$ cat src/rtl/ca_actuator_responder_if.sv
// Command/sensor bundle between the sequencing controller and the actuator responder.
interface ca_actuator_responder_if;
    logic [1:0] ca;
    logic       start_btn;
    logic [1:0] act;
    logic       c1;
    logic       c2;
    logic       i_req;
    logic       busy;
    logic       err;

    // Controller / field side: issues commands and the raw button, observes sensors.
    modport master (
        output ca,
        output start_btn,
        input  act,
        input  c1,
        input  c2,
        input  i_req,
        input  busy,
        input  err
    );

    // Responder side: consumes commands, drives actuators and sensor levels.
    modport slave (
        input  ca,
        input  start_btn,
        output act,
        output c1,
        output c2,
        output i_req,
        output busy,
        output err
    );
endinterface

$ cat src/rtl/ca_actuator_responder.sv
// Actuator responder: two timed-stroke channels plus a debounced start request.
module ca_actuator_responder #(
    parameter int unsigned STROKE_CYCLES   = 8,
    parameter int unsigned DEBOUNCE_CYCLES = 4
) (
    input  logic                    clk,
    input  logic                    rst,
    ca_actuator_responder_if.slave  bus
);

    localparam int unsigned CNT_W = $clog2(STROKE_CYCLES + 1);
    localparam int unsigned DB_W  = $clog2(DEBOUNCE_CYCLES + 1);

    typedef enum logic [1:0] {
        ST_IDLE   = 2'd0,
        ST_MOVING = 2'd1,
        ST_DONE   = 2'd2
    } ch_state_e;

    ch_state_e        st_q  [2];
    ch_state_e        st_d  [2];
    logic [CNT_W-1:0] cnt_q [2];
    logic [CNT_W-1:0] cnt_d [2];
    logic [1:0]       act_q, act_d;
    logic [1:0]       c_q, c_d;
    logic             err_q, err_d;

    logic             s1_q, s1_d;
    logic             s2_q, s2_d;
    logic [DB_W-1:0]  dcnt_q, dcnt_d;
    logic             i_req_q, i_req_d;

    // Channel next-state: stroke timing, abort detection, outputs decoded from next state.
    always_comb begin
        err_d = err_q;
        act_d = '0;
        c_d   = '0;
        for (int n = 0; n < 2; n++) begin
            st_d[n]  = st_q[n];
            cnt_d[n] = cnt_q[n];
            case (st_q[n])
                ST_IDLE: begin
                    if (bus.ca[n]) begin
                        st_d[n]  = ST_MOVING;
                        cnt_d[n] = '0;
                    end
                end
                ST_MOVING: begin
                    // A dropped command aborts even on the final count.
                    if (!bus.ca[n]) begin
                        st_d[n] = ST_IDLE;
                        err_d   = 1'b1;
                    end else if (cnt_q[n] == CNT_W'(STROKE_CYCLES - 1)) begin
                        st_d[n] = ST_DONE;
                    end else begin
                        cnt_d[n] = cnt_q[n] + CNT_W'(1);
                    end
                end
                ST_DONE: begin
                    if (!bus.ca[n]) begin
                        st_d[n] = ST_IDLE;
                    end
                end
                default: begin
                    st_d[n] = ST_IDLE;
                end
            endcase
            act_d[n] = (st_d[n] == ST_MOVING);
            c_d[n]   = (st_d[n] == ST_DONE);
        end
    end

    // Button synchronizer and debounce counter; i_req toggles after a stable run.
    always_comb begin
        s1_d    = bus.start_btn;
        s2_d    = s1_q;
        dcnt_d  = '0;
        i_req_d = i_req_q;
        if (s2_q != i_req_q) begin
            if (dcnt_q == DB_W'(DEBOUNCE_CYCLES - 1)) begin
                i_req_d = ~i_req_q;
            end else begin
                dcnt_d = dcnt_q + DB_W'(1);
            end
        end
    end

    // State register for both channels and the debouncer.
    always_ff @(posedge clk) begin
        if (rst) begin
            for (int n = 0; n < 2; n++) begin
                st_q[n]  <= ST_IDLE;
                cnt_q[n] <= '0;
            end
            act_q   <= '0;
            c_q     <= '0;
            err_q   <= 1'b0;
            s1_q    <= 1'b0;
            s2_q    <= 1'b0;
            dcnt_q  <= '0;
            i_req_q <= 1'b0;
        end else begin
            for (int n = 0; n < 2; n++) begin
                st_q[n]  <= st_d[n];
                cnt_q[n] <= cnt_d[n];
            end
            act_q   <= act_d;
            c_q     <= c_d;
            err_q   <= err_d;
            s1_q    <= s1_d;
            s2_q    <= s2_d;
            dcnt_q  <= dcnt_d;
            i_req_q <= i_req_d;
        end
    end

    // Output mapping; busy is the only combinational output.
    assign bus.act   = act_q;
    assign bus.c1    = c_q[0];
    assign bus.c2    = c_q[1];
    assign bus.err   = err_q;
    assign bus.i_req = i_req_q;
    assign bus.busy  = (st_q[0] == ST_MOVING) || (st_q[1] == ST_MOVING);

endmodule
$ cat src/flat_wrapper.sv
// flat-port wrapper written by rule: the top's interface ports become plain ports
module ca_actuator_responder_flat 
#(
    parameter int unsigned STROKE_CYCLES   = 8,
    parameter int unsigned DEBOUNCE_CYCLES = 4
)
  (clk, rst, bus_ca, bus_start_btn, bus_act, bus_c1, bus_c2, bus_i_req, bus_busy, bus_err);
  ca_actuator_responder_if bus_i ();
  input  logic clk;
  input  logic rst;
  input wire logic [$bits(bus_i.ca)-1:0] bus_ca;
  input wire logic [$bits(bus_i.start_btn)-1:0] bus_start_btn;
  output wire logic [$bits(bus_i.act)-1:0] bus_act;
  output wire logic [$bits(bus_i.c1)-1:0] bus_c1;
  output wire logic [$bits(bus_i.c2)-1:0] bus_c2;
  output wire logic [$bits(bus_i.i_req)-1:0] bus_i_req;
  output wire logic [$bits(bus_i.busy)-1:0] bus_busy;
  output wire logic [$bits(bus_i.err)-1:0] bus_err;
  assign bus_i.ca = bus_ca;
  assign bus_i.start_btn = bus_start_btn;
  assign bus_act = bus_i.act;
  assign bus_c1 = bus_i.c1;
  assign bus_c2 = bus_i.c2;
  assign bus_i_req = bus_i.i_req;
  assign bus_busy = bus_i.busy;
  assign bus_err = bus_i.err;
  ca_actuator_responder #(.STROKE_CYCLES(STROKE_CYCLES), .DEBOUNCE_CYCLES(DEBOUNCE_CYCLES)) u_core (.clk(clk), .rst(rst), .bus(bus_i));
endmodule
$ cat config.mk
export PLATFORM = sky130hd
export DESIGN_NAME = ca_actuator_responder_flat
export DESIGN_NICKNAME = d
export VERILOG_FILES = /design/src/rtl/ca_actuator_responder_if.sv /design/src/rtl/ca_actuator_responder.sv /design/src/flat_wrapper.sv
export SDC_FILE = /design/constraint.sdc
export NUM_CORES = 1
export LEC_CHECK = 0
export CORE_UTILIZATION = 40
export CTS_BUF_LIST = sky130_fd_sc_hd__clkbuf_2
export DETAILED_ROUTE_END_ITERATION = 6
export PLACE_DENSITY = 0.66
export SKIP_LAST_GASP = 1
export SLEW_MARGIN = 15
export SYNTH_ARGS = -nofsm -noshare
export SYNTH_HDL_FRONTEND = slang
export SYNTH_SLANG_ARGS = --single-unit
$ cat constraint.sdc
create_clock -name clk -period 4.15 [get_ports clk]
set_input_delay 0.6225 -clock clk [delete_from_list [all_inputs] [get_ports clk]]
set_output_delay 0.6225 -clock clk [all_outputs]
set_load 0.01 [all_outputs]
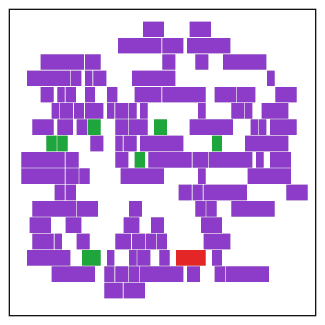
(images/sizing.png)
(6 px per µm)
legend:
  x1 and smaller:
    colour: purple
    cells: 107
    most_used: dfxtp_1
  x3 and x4:
    colour: red
    cells: 1
    most_used: and4b_4
  x2:
    colour: green
    cells: 7
    most_used: clkbuf_2

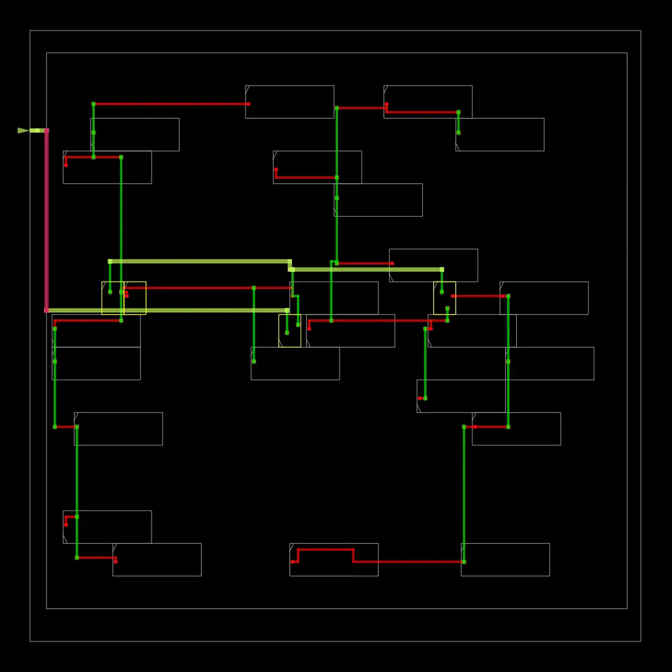
(images/clock_nets.png)
clk sink count: 23
Setup Skew: 9.70 ps
layout clock buffer count: 3
cts bufs inserted: 3
clock latency on the worst-skew pair: 340 ps

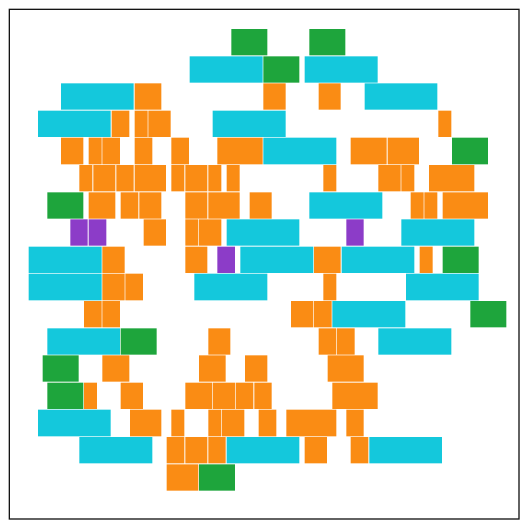
(images/class_map.png)
(10 px per µm)
legend:
  clock drivers and dummy loads:
    colour: purple
    cells: 4
  remaining logic cells:
    colour: orange
    cells: 77
  sequential cells:
    colour: cyan
    cells: 23
  remaining buffers and delay cells:
    colour: green
    cells: 11

==> results.cfg <==
; yosys + openroad results
[status]
status = completed

[cells_and_area]
final_nets = 125
final_util = 0.493
inverters = 6
drive_above_1_share = 0.0696
comb_share = 0.411

[floorplanning]
initial_utilization = 0.427
io_pins = 12
die_x_um = 50.8
coreArea_um2 = 2230

[clock_network]
cts_tree = yes

[global_routing]
grt-busiest-layer = met2
grt_max_degree = 19

[synth]
yosysChipArea_um2 = 953
edf_count = 0
mux_share = 0.0105
synthArstFlopShare = 0
ys_sh_simple = 0.294
ys.flops = 23
ys_types = 33

[timing]
drv_slew = 0
fin_tns_setup_ps = 0
fin_crit_ps = 2310
worst_slack_ps = 1840
max_slew_margin = 0.592

[placement]
place_area_um2 = 1080
post-place-ws_ps = 2030
gp_congestion = 0.729

[critical_path]
cp_max_fo = 6
cpPeakStageDelay_ps = 540
worstPathCellList = nor2b_1, nand2b_1, clkdlybuf4s50_1
cp.arrival_ps = 1680
required_ps = 3530
r2r_cells = 4
crit_type = reg2out

[routing]
highest_layer = met4
dr_wl_met2_um = 738
vias = 731
wl_per_cell_um = 11.2

[worst_hold_path]
hold_depth = 1

[power_and_ir_drop]
comb_cell_power_mw = 0.0283
power.share.sequential = 0.660
comb_power_share = 0.081
